**src/rtl/demux3_8_registrado_pkg.sv**
```systemverilog
// -----------------------------------------------------------------------------
// demux3_8_registrado_pkg
// Shared constants and helpers for the registered 1:3 demultiplexer.
//   LARGURA     : data width of the input word and every output channel
//   NUM_CANAIS  : number of output channels
//   CONT_W      : width of the per-channel delivery counters
//   SEL_ILEGAL  : Controle code that addresses no channel
//   decodifica(): Controle -> one-hot channel mask (zero for the illegal code)
// -----------------------------------------------------------------------------
package demux3_8_registrado_pkg;

    localparam int LARGURA    = 8;
    localparam int NUM_CANAIS = 3;
    localparam int CONT_W     = 8;

    localparam logic [1:0] SEL_ILEGAL = 2'b11;

    typedef enum logic [1:0] {
        SEL_CANAL0 = 2'b00,
        SEL_CANAL1 = 2'b01,
        SEL_CANAL2 = 2'b10,
        SEL_ERRO   = 2'b11
    } sel_e;

    // One-hot destination mask; the illegal code selects nothing.
    function automatic logic [NUM_CANAIS-1:0] decodifica(input logic [1:0] sel);
        logic [NUM_CANAIS-1:0] mascara;
        case (sel_e'(sel))
            SEL_CANAL0: mascara = 3'b001;
            SEL_CANAL1: mascara = 3'b010;
            SEL_CANAL2: mascara = 3'b100;
            default:    mascara = 3'b000;
        endcase
        return mascara;
    endfunction

endpackage

```
**src/rtl/demux3_8_registrado_if.sv**
```systemverilog
// -----------------------------------------------------------------------------
// demux3_8_registrado_if
// Producer/consumer bus of the registered 1:3 demultiplexer.
//   Entrada, Controle, EntradaValida : producer word, destination, valid
//   EntradaPronta                    : block accepts the word this cycle
//   Saida0..2, SaidaValida           : registered channel words and valids
//   SaidaPronta                      : per-channel consumer ready
//   Contagem0..2                     : words delivered per channel
//   Erro                             : sticky illegal-select flag
// master = producer/consumer side, slave = the demultiplexer.
// -----------------------------------------------------------------------------
interface demux3_8_registrado_if;
    import demux3_8_registrado_pkg::*;

    logic [LARGURA-1:0]    Entrada;
    logic [1:0]            Controle;
    logic                  EntradaValida;
    logic                  EntradaPronta;
    logic [LARGURA-1:0]    Saida0;
    logic [LARGURA-1:0]    Saida1;
    logic [LARGURA-1:0]    Saida2;
    logic [NUM_CANAIS-1:0] SaidaValida;
    logic [NUM_CANAIS-1:0] SaidaPronta;
    logic [CONT_W-1:0]     Contagem0;
    logic [CONT_W-1:0]     Contagem1;
    logic [CONT_W-1:0]     Contagem2;
    logic                  Erro;

    modport master (
        output Entrada, Controle, EntradaValida, SaidaPronta,
        input  EntradaPronta, Saida0, Saida1, Saida2, SaidaValida,
        input  Contagem0, Contagem1, Contagem2, Erro
    );

    modport slave (
        input  Entrada, Controle, EntradaValida, SaidaPronta,
        output EntradaPronta, Saida0, Saida1, Saida2, SaidaValida,
        output Contagem0, Contagem1, Contagem2, Erro
    );

endinterface

```
**src/rtl/demux3_8_registrado_canal_saida.sv**
```systemverilog
// -----------------------------------------------------------------------------
// canal_saida
// One output channel: a single registered word with valid/ready and a
// delivery counter.
//   i_clk, i_rst_n : clock, asynchronous active-low reset
//   i_carga        : accepted word addressed to this channel (load o_dado)
//   i_dado         : word to load
//   i_pronta       : consumer takes o_dado this cycle
//   o_dado         : held word (keeps its last value after draining)
//   o_valida       : o_dado holds an undelivered word
//   o_contagem     : number of drains, wraps at 2**CONT_W
//   o_livre        : slot can take a word this cycle (empty or draining now)
// -----------------------------------------------------------------------------
module canal_saida
    import demux3_8_registrado_pkg::*;
(
    input  logic               i_clk,
    input  logic               i_rst_n,
    input  logic               i_carga,
    input  logic [LARGURA-1:0] i_dado,
    input  logic               i_pronta,
    output logic [LARGURA-1:0] o_dado,
    output logic               o_valida,
    output logic [CONT_W-1:0]  o_contagem,
    output logic               o_livre
);

    logic [LARGURA-1:0] r_dado;
    logic               r_valida;
    logic [CONT_W-1:0]  r_contagem;
    logic               w_dreno;

    // Ready on a held word is only meaningful while the slot is full.
    assign w_dreno = r_valida & i_pronta;
    assign o_livre = ~r_valida | i_pronta;

    // Data/valid slot: a load wins over a drain so back-to-back words never bubble.
    always_ff @(posedge i_clk or negedge i_rst_n) begin
        if (!i_rst_n) begin
            r_dado   <= {LARGURA{1'b0}};
            r_valida <= 1'b0;
        end else if (i_carga) begin
            r_dado   <= i_dado;
            r_valida <= 1'b1;
        end else if (w_dreno) begin
            r_dado   <= r_dado;
            r_valida <= 1'b0;
        end else begin
            r_dado   <= r_dado;
            r_valida <= r_valida;
        end
    end

    // Delivery counter, free-running wrap.
    always_ff @(posedge i_clk or negedge i_rst_n) begin
        if (!i_rst_n) begin
            r_contagem <= {CONT_W{1'b0}};
        end else if (w_dreno) begin
            r_contagem <= r_contagem + {{(CONT_W-1){1'b0}}, 1'b1};
        end else begin
            r_contagem <= r_contagem;
        end
    end

    assign o_dado     = r_dado;
    assign o_valida   = r_valida;
    assign o_contagem = r_contagem;

endmodule

```
**src/rtl/demux3_8_registrado.sv**
```systemverilog
// -----------------------------------------------------------------------------
// demux3_8_registrado
// Routes one producer word to one of three registered consumer channels.
// A stalled channel only blocks words addressed to it; the illegal select
// is always accepted, dropped, and latched into the sticky Erro flag.
//   Clock  : rising-edge clock
//   Resetn : asynchronous active-low reset
//   bus    : producer/consumer bus (slave side), see demux3_8_registrado_if
// -----------------------------------------------------------------------------
module demux3_8_registrado
    import demux3_8_registrado_pkg::*;
(
    input  logic                  Clock,
    input  logic                  Resetn,
    demux3_8_registrado_if.slave  bus
);

    logic [NUM_CANAIS-1:0] w_sel_oh;
    logic                  w_ilegal;
    logic                  w_pronta;
    logic                  w_aceita;
    logic [NUM_CANAIS-1:0] w_carga;
    logic [NUM_CANAIS-1:0] w_livre;
    logic [NUM_CANAIS-1:0] w_valida;
    logic [LARGURA-1:0]    w_saida    [NUM_CANAIS];
    logic [CONT_W-1:0]     w_contagem [NUM_CANAIS];
    logic                  r_erro;

    assign w_sel_oh = decodifica(bus.Controle);
    assign w_ilegal = (bus.Controle == SEL_ILEGAL);

    // Ready depends only on the addressed channel; illegal words are always taken.
    always_comb begin
        w_pronta = 1'b0;
        if (w_ilegal) begin
            w_pronta = 1'b1;
        end else begin
            w_pronta = |(w_sel_oh & w_livre);
        end
    end

    assign w_aceita = bus.EntradaValida & w_pronta;
    assign w_carga  = w_sel_oh & {NUM_CANAIS{w_aceita}};

    genvar n;
    generate
        for (n = 0; n < NUM_CANAIS; n++) begin : g_canal
            canal_saida u_canal (
                .i_clk      (Clock),
                .i_rst_n    (Resetn),
                .i_carga    (w_carga[n]),
                .i_dado     (bus.Entrada),
                .i_pronta   (bus.SaidaPronta[n]),
                .o_dado     (w_saida[n]),
                .o_valida   (w_valida[n]),
                .o_contagem (w_contagem[n]),
                .o_livre    (w_livre[n])
            );
        end
    endgenerate

    // Sticky illegal-select flag, cleared only by reset.
    always_ff @(posedge Clock or negedge Resetn) begin
        if (!Resetn) begin
            r_erro <= 1'b0;
        end else if (w_aceita && w_ilegal) begin
            r_erro <= 1'b1;
        end else begin
            r_erro <= r_erro;
        end
    end

    assign bus.EntradaPronta = w_pronta;
    assign bus.Saida0        = w_saida[0];
    assign bus.Saida1        = w_saida[1];
    assign bus.Saida2        = w_saida[2];
    assign bus.SaidaValida   = w_valida;
    assign bus.Contagem0     = w_contagem[0];
    assign bus.Contagem1     = w_contagem[1];
    assign bus.Contagem2     = w_contagem[2];
    assign bus.Erro          = r_erro;

endmodule
```
**src/flat_wrapper.sv**
```systemverilog
// flat-port wrapper written by rule: the top's interface ports become plain ports
module demux3_8_registrado_flat import demux3_8_registrado_pkg::*;
  (Clock, Resetn, bus_Entrada, bus_Controle, bus_EntradaValida, bus_SaidaPronta, bus_EntradaPronta, bus_Saida0, bus_Saida1, bus_Saida2, bus_SaidaValida, bus_Contagem0, bus_Contagem1, bus_Contagem2, bus_Erro);
  demux3_8_registrado_if bus_i ();
  input  logic Clock;
  input  logic Resetn;
  input wire logic [$bits(bus_i.Entrada)-1:0] bus_Entrada;
  input wire logic [$bits(bus_i.Controle)-1:0] bus_Controle;
  input wire logic [$bits(bus_i.EntradaValida)-1:0] bus_EntradaValida;
  input wire logic [$bits(bus_i.SaidaPronta)-1:0] bus_SaidaPronta;
  output wire logic [$bits(bus_i.EntradaPronta)-1:0] bus_EntradaPronta;
  output wire logic [$bits(bus_i.Saida0)-1:0] bus_Saida0;
  output wire logic [$bits(bus_i.Saida1)-1:0] bus_Saida1;
  output wire logic [$bits(bus_i.Saida2)-1:0] bus_Saida2;
  output wire logic [$bits(bus_i.SaidaValida)-1:0] bus_SaidaValida;
  output wire logic [$bits(bus_i.Contagem0)-1:0] bus_Contagem0;
  output wire logic [$bits(bus_i.Contagem1)-1:0] bus_Contagem1;
  output wire logic [$bits(bus_i.Contagem2)-1:0] bus_Contagem2;
  output wire logic [$bits(bus_i.Erro)-1:0] bus_Erro;
  assign bus_i.Entrada = bus_Entrada;
  assign bus_i.Controle = bus_Controle;
  assign bus_i.EntradaValida = bus_EntradaValida;
  assign bus_i.SaidaPronta = bus_SaidaPronta;
  assign bus_EntradaPronta = bus_i.EntradaPronta;
  assign bus_Saida0 = bus_i.Saida0;
  assign bus_Saida1 = bus_i.Saida1;
  assign bus_Saida2 = bus_i.Saida2;
  assign bus_SaidaValida = bus_i.SaidaValida;
  assign bus_Contagem0 = bus_i.Contagem0;
  assign bus_Contagem1 = bus_i.Contagem1;
  assign bus_Contagem2 = bus_i.Contagem2;
  assign bus_Erro = bus_i.Erro;
  demux3_8_registrado u_core (.Clock(Clock), .Resetn(Resetn), .bus(bus_i));
endmodule
```
**config.mk**
```make
export PLATFORM = sky130hd
export DESIGN_NAME = demux3_8_registrado_flat
export DESIGN_NICKNAME = d
export VERILOG_FILES = /design/src/rtl/demux3_8_registrado_pkg.sv /design/src/rtl/demux3_8_registrado_if.sv /design/src/rtl/demux3_8_registrado_canal_saida.sv /design/src/rtl/demux3_8_registrado.sv /design/src/flat_wrapper.sv
export SDC_FILE = /design/constraint.sdc
export NUM_CORES = 1
export LEC_CHECK = 0
export CAP_MARGIN = 20
export CORE_UTILIZATION = 45
export DETAILED_ROUTE_END_ITERATION = 6
export GPL_TIMING_DRIVEN = 0
export PLACE_DENSITY = 0.78
export SLEW_MARGIN = 40
export SYNTH_ARGS = -nofsm -noshare
export SYNTH_HDL_FRONTEND = slang
export SYNTH_SLANG_ARGS = --single-unit
```
**constraint.sdc**
```tcl
create_clock -name Clock -period 1.9 [get_ports Clock]
set_input_delay 0.19 -clock Clock [delete_from_list [all_inputs] [get_ports Clock]]
set_output_delay 0.19 -clock Clock [all_outputs]
set_load 0.1 [all_outputs]
```
**Run 1: track usage over the die**

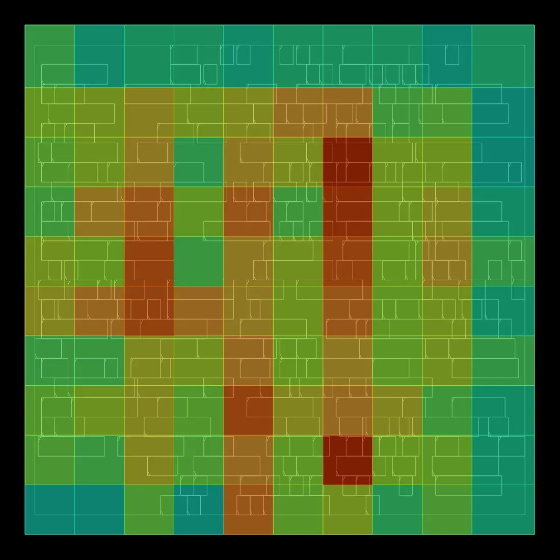
met1 GRT Util: 22.4%
final core occ: 61.2%
gr busiest metal: met2
met3 usage: 7.12%

**Run 1: signal wires on met3**

Bar = 20 um.
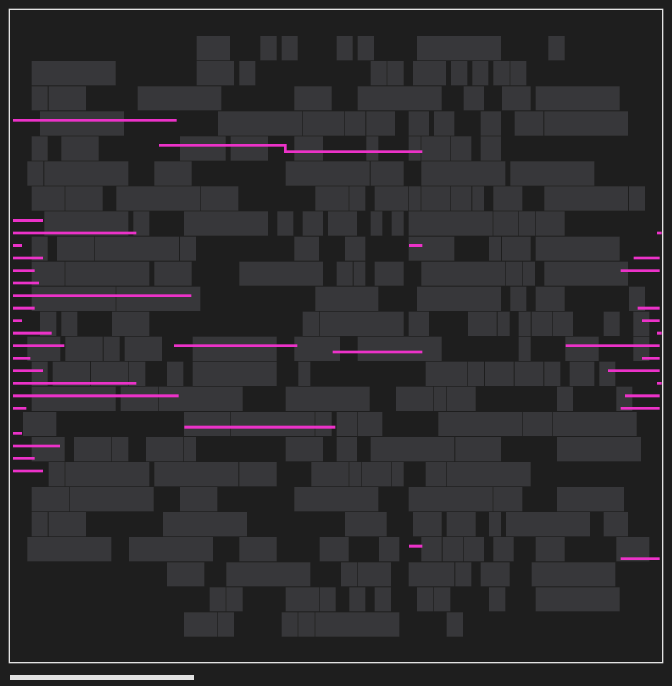
- longest straight run: 19.1 um
- wire length on this layer: 229 um
- nets with wire on the layer: 35
- main direction: horizontal
- share of all routed wire: 5.8%

**Run 1: clock network drawn from the DEF**

Bar = 20 um.
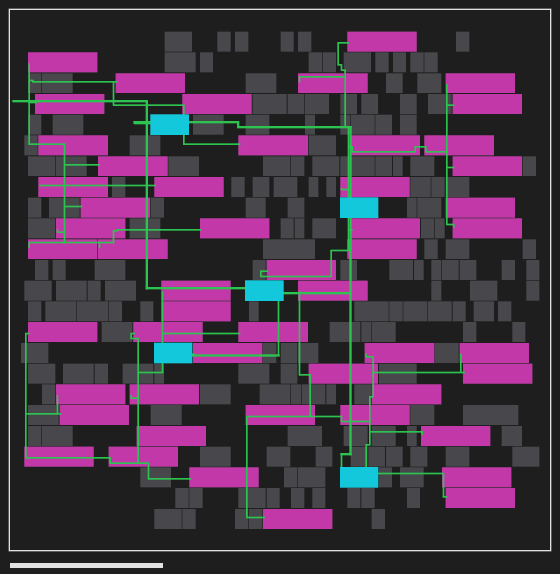
- cyan: cells driving clock nets (count 5)
- green: clock wires (length 576 um)
- magenta: flip-flops (count 52)
- routed clock nets: 6

**Run 1: met2 routing**

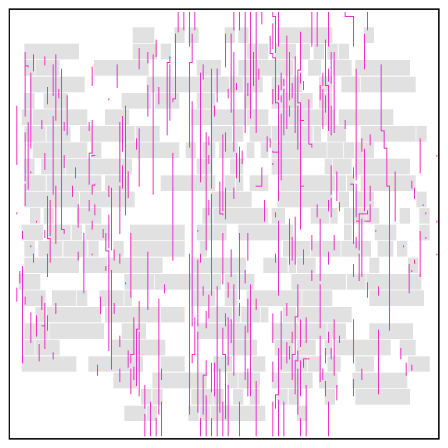
- nets with wire on the layer: 225
- main direction: vertical
- longest straight run: 37.1 um

==> qor.yml, run 1 <==
run_status:
  status: "finished clean"
synthesis:
  most_common_cell: "dfrtp_1"
  ff_type: "dfrtp_1"
  synthTopCellsByArea: "dfrtp_1 (61%), mux2_2 (14%), xnor2_1 (7.0%)"
  yosys-stat-cells: 155
  top_area_share_pct: 61.1
  top_logic_kind: "multiplexers"
  yosys.area.top_type: "dfrtp_1"
  synthesis.nets: 174
  simple_gate_share_pct: 10.8
  synth_area_mm2: 0.00213
  avgSynthCellArea_um2: 13.7
  ys_sh_xor_pct: 8.64
  synth_cell_types: 23
  ys_seq_elements: 52
  yosysWarnings: 0
  ys_area_mm2: 0.00213
layout:
  nFillCells: 395
  seq_area_share_pct: 47.8
  final_nets: 250
  ff_count: 52
  comb_area_share_pct: 29.1
  inverters_excl_clock: 0
  clock_cell_area_share_pct: 3.31
  multiInputCombCellCount: 96
  buffer_area_share_pct: 17.4
  largest_class: "registers"
  register_area_mm2: 0.00130
  final_cell_mix: "buf_2 (55), dfrtp_1 (52), mux2_2 (27), xnor2_1 (17)"
  layoutNonFillerInstCount: 284
  layout-drive-gt1-share_pct: 41.4
cts:
  clkLatencyLatePin_ps: 310
  htree_levels: 2
  cts_resized: 0
  clockBufferDepth: 2
  root_buffer: "clkbuf_8"
  hold_buffers: 1
worst_setup_path:
  worstSetupStartpoint: "bus_SaidaPronta[1]"
  critPathKind: "input port to output pin"
  r2r_setup_slack_ps: 380
  crit_fanout: 4
floorplan:
  core.rowCount: 24
  core_mm2: 0.00444
  chipArea_mm2: 0.00501
  ios: 69
route:
  routed.top_layer: "met4"
  met2WireLength_um: 1860
  viasPerCell: 4.99
  dr_wl_met3_um: 228
  first_pass_iters: 6
  num_vias: 1417
  wl_um: 3960
placement:
  dpl.hpwl_um: 2890
  gp_congestion: 0.729
  dp.cells: 275
  io_buffers: 67
grt:
  grt_usage_pct: 17.3
  grt_pass1_vias: 1339
  gr-usage-met2_pct: 26.0
final_timing:
  skew_ps: 5.88
  maxSlewHeadroom_pct: 67.3
  setup_viol: 0
  finalCritPeriodShare_pct: 88.9
  fmax_mhz: 592
worst_hold_path:
  hold_depth: 3
  hold_class: "input port to flop"
  holdPathEnd: "u_core.g_canal[2].u_canal.o_valida"
  hp-start: "bus_Controle[1]"
run:
  openroad.warnings: 26
## run 1: metrics by stage
step	cell area, um^2	hold slack (ps)	setup slack [ps]
6_report	2720	185	211
5_1_grt	2720	206	96.8
4_1_cts	2720	179	196
3_5_place_dp	2620	38.2	-4.47
3_3_place_gp	2870	453	-895
2_1_floorplan	2130	-106	155
## run 1: registers in the layout, summed over array words and instances (netlist names)
signal,cells
u_core.g_canal.u_canal.o_dado,24
u_core.g_canal.u_canal.o_contagem,24
u_core.g_canal.u_canal.o_valida,3
u_core.bus.Erro,1
## run 1: worst max-delay path, cell delays in order
cell and delay [ps]:
clkdlybuf4s50_1 520, nand2b_1 160, o21ai_0 110, o21ai_2 80, buf_2 440
==> run 2: changes to the inputs <==
--- a/config.mk
+++ b/config.mk
@@ -8,9 +8,9 @@
 export CAP_MARGIN = 20
 export CORE_UTILIZATION = 45
 export DETAILED_ROUTE_END_ITERATION = 6
-export GPL_TIMING_DRIVEN = 0
 export PLACE_DENSITY = 0.78
-export SLEW_MARGIN = 40
+export SKIP_LAST_GASP = 1
+export SLEW_MARGIN = 20
 export SYNTH_ARGS = -nofsm -noshare
 export SYNTH_HDL_FRONTEND = slang
 export SYNTH_SLANG_ARGS = --single-unit
==> qor.yml, run 2 <==
worst_setup_path:
  critPathSlowestCell: "clkdlybuf4s50_1"
  critPathKind: "input port to output pin"
  start_kind: "input port"
  r2r_end: "u_core.g_canal[2].u_canal.o_dado[5]"
  max_stage_delay_ps: 660  # +140 ps
  r2r_setup_slack_ps: 480  # +100 ps
  crit_chain: "clkdlybuf4s50_1 -> mux2i_1 -> o21ai_2 -> buf_12"
  crit_fanout: 8  # +4
  worstSetupStartpoint: "bus_Controle[1]"
  end_kind: "output pin"
  path_buffers: 2  # unchanged
  crit_family: "buffers and inverters"
  cp_data_arrival_time_ps: 1390
  worst-path-stages: 4  # -1
  worstReg2RegStart: "u_core.g_canal[2].u_canal.o_valida"
  rr_worst_depth: 3
  worstPathRequired_ps: 1710
  crit_end: "bus_EntradaPronta"
final_timing:
  layout_min_cycle_time_ps: 1580
  final.setup.tns_ps: 0
  timing.hold.ws_ps: 399  # +215 ps
  fin_ws_ps: 317  # +106 ps
  report.final.slew_viol_count: 0
  skew_ps: 10.5  # +4.58 ps
  finalCritPeriodShare_pct: 83.3  # -5.6 points
  tightest_slew_ps: 531
  fmax_mhz: 632  # +6.7%
  rsz0062_at_grt: "no"
  hold_violations: 0
  setup_viol: 0  # unchanged
  maxSlewHeadroom_pct: 64.6  # -2.7 points
placement:
  dp.cells: 271  # -1.5%
  dpl.hpwl_um: 3130  # +8.2%
  dpl_cell_area_mm2: 0.00276  # +5.3%
  place_ws_ps: 56.5  # +61.0 ps
  io_buffers: 68  # +1.5%
  gp_congestion: 0.792  # +8.8%
synthesis:
  ys_sh_xor_pct: 8.64  # unchanged
  ff_type: "dfrtp_1"
  fa_ha_area_share_pct: 1.76
  top_cells_by_count: "dfrtp_1 (52), mux2_2 (27), xnor2_1 (17), nand2_1 (13), nand4_1 (9)"
  syn-instance-count: 155
  ys_area_mm2: 0.00213  # unchanged
  simple_gate_share_pct: 10.8  # unchanged
  postSynthSeqShare_pct: 61.1
  most_common_cell: "dfrtp_1"
  synthTopCellsByArea: "dfrtp_1 (61%), mux2_2 (14%), xnor2_1 (7.0%)"
  avgSynthCellArea_um2: 13.7  # unchanged
  top_logic_kind: "multiplexers"
  top_area_share_pct: 61.1  # unchanged
  enable_flop_cells: 0
  async_flop_share_pct: 100
  synth_area_mm2: 0.00213  # unchanged
  synth_cell_types: 23  # unchanged
  mux_share_pct: 14.7
  yosys.area.top_type: "dfrtp_1"
  yosysWarnings: 0  # unchanged
  yosys-stat-cells: 155  # unchanged
  synthesis.nets: 174  # unchanged
  ys_seq_elements: 52  # unchanged
  synth-compound-area-share_pct: 1.12
route:
  wl_um: 4120  # +4.0%
  wire_per_inst_um: 14.7
  first_pass_iters: 6  # unchanged
  num_vias: 1411  # -0.42%
  ant_nets: 0
  drtIter0Drc: 69
  drc: 0
  viasPerCell: 5.04  # +1.0%
cts:
  post_cts_buffers: 0
  clkLatencyLatePin_ps: 290  # -20 ps
  clockBufferDepth: 2  # unchanged
  clk_pin_slew_ps: 90
  htree_levels: 2  # unchanged
  clock-sinks: 52
  cts_tree: "yes"
  hold_buffers: 1  # unchanged
  root_buffer: "clkbuf_8"
  cts_buffers: 5
  cts_resized: 0  # unchanged
floorplan:
  ios: 69  # unchanged
  chipArea_mm2: 0.00501  # unchanged
  core.rowCount: 24  # unchanged
  die_y_um: 70.8
  core_mm2: 0.00444  # unchanged
  fp-utilization_pct: 47.9
  die_x_um: 70.8
grt:
  grt_antenna_before_repair: 0
  grt_usage_pct: 18.1  # +0.74 points
  grt_pass1_wl_um: 7060
  grt_start_max_net_pins: 31
  grt_overflow: 0
  grt_pass1_vias: 1505  # +12%
run_status:
  status: "finished clean"
layout:
  final_nets: 246  # -1.6%
  design_area_mm2: 0.00290  # +6.5%
  nFillCells: 354  # -10%
  layoutNonFillerInstCount: 280  # -1.4%
  final_util_pct: 65.2  # +4.0 points
  final_cell_mix: "buf_4 (53), dfrtp_1 (52), mux2_2 (27), xnor2_1 (17), clkdlybuf4s50_1 (14)"
  syn_to_final_growth_pct: 36.1
  layout-drive-gt1-share_pct: 41.7  # +0.29 points
  diodes: 0
run:
  cap_violations: 0
  openroad.warnings: 26  # unchanged
worst_hold_path:
  hold_class: "input port to async pin"
==> run 2: routing by layer <==
metal	track usage, %	part of all wire, %	vias up
met2	30.6	51	40
met3	5.84	5.2	2
met4	4.67	0.41	0
met5	0	0	-
met1	22.6	44	693
li1	-	-	676
==> run 2: cell type report <==
type / count / area, um^2 / area share [%]
Clock buffer: 7 / 96.3 / 3.32
Sequential cell: 52 / 1300 / 44.9
Timing Repair Buffer: 72 / 613 / 21.2
Tap cell: 52 / 65.1 / 2.25
Multi-Input combinational cell: 96 / 792 / 27.3
Clock inverter: 1 / 30.0 / 1.04
**Run 2: clock network drawn from the DEF**

Bar = 20 um.
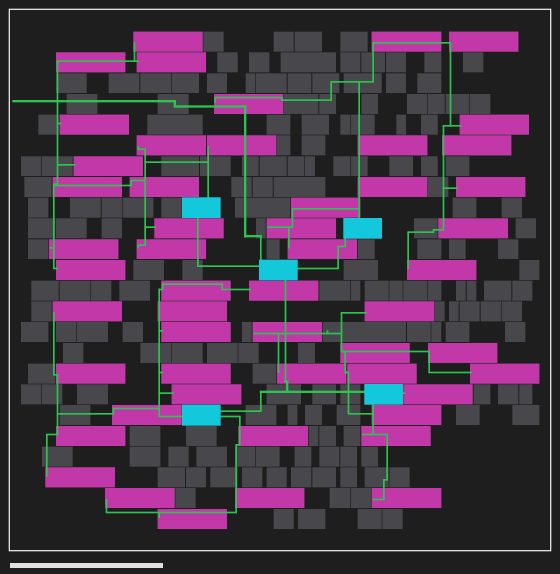
- magenta: flip-flops (count 52)
- cyan: cells driving clock nets (count 5)
- green: clock wires (length 531 um)
- flops lie: all over the die
- routed clock nets: 6

**Run 2: signal wires on met3**

Bar = 20 um.
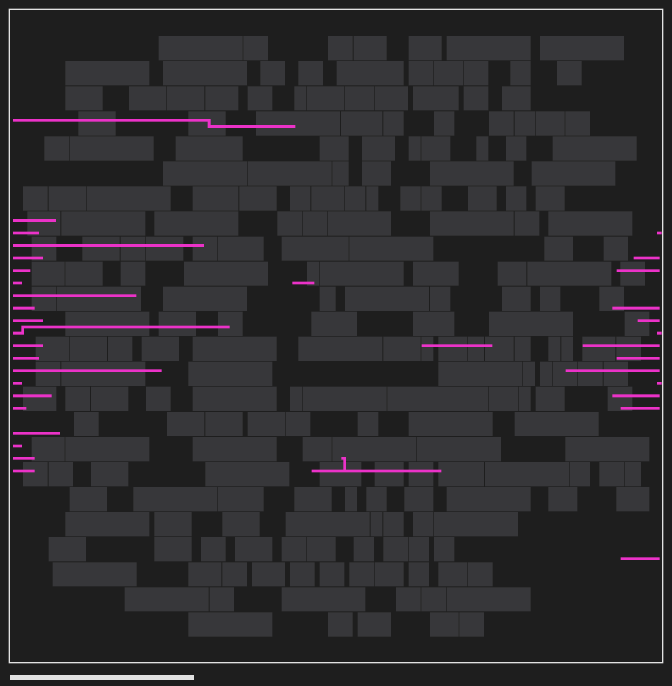
- longest straight run: 22.3 um
- wire length on this layer: 217 um

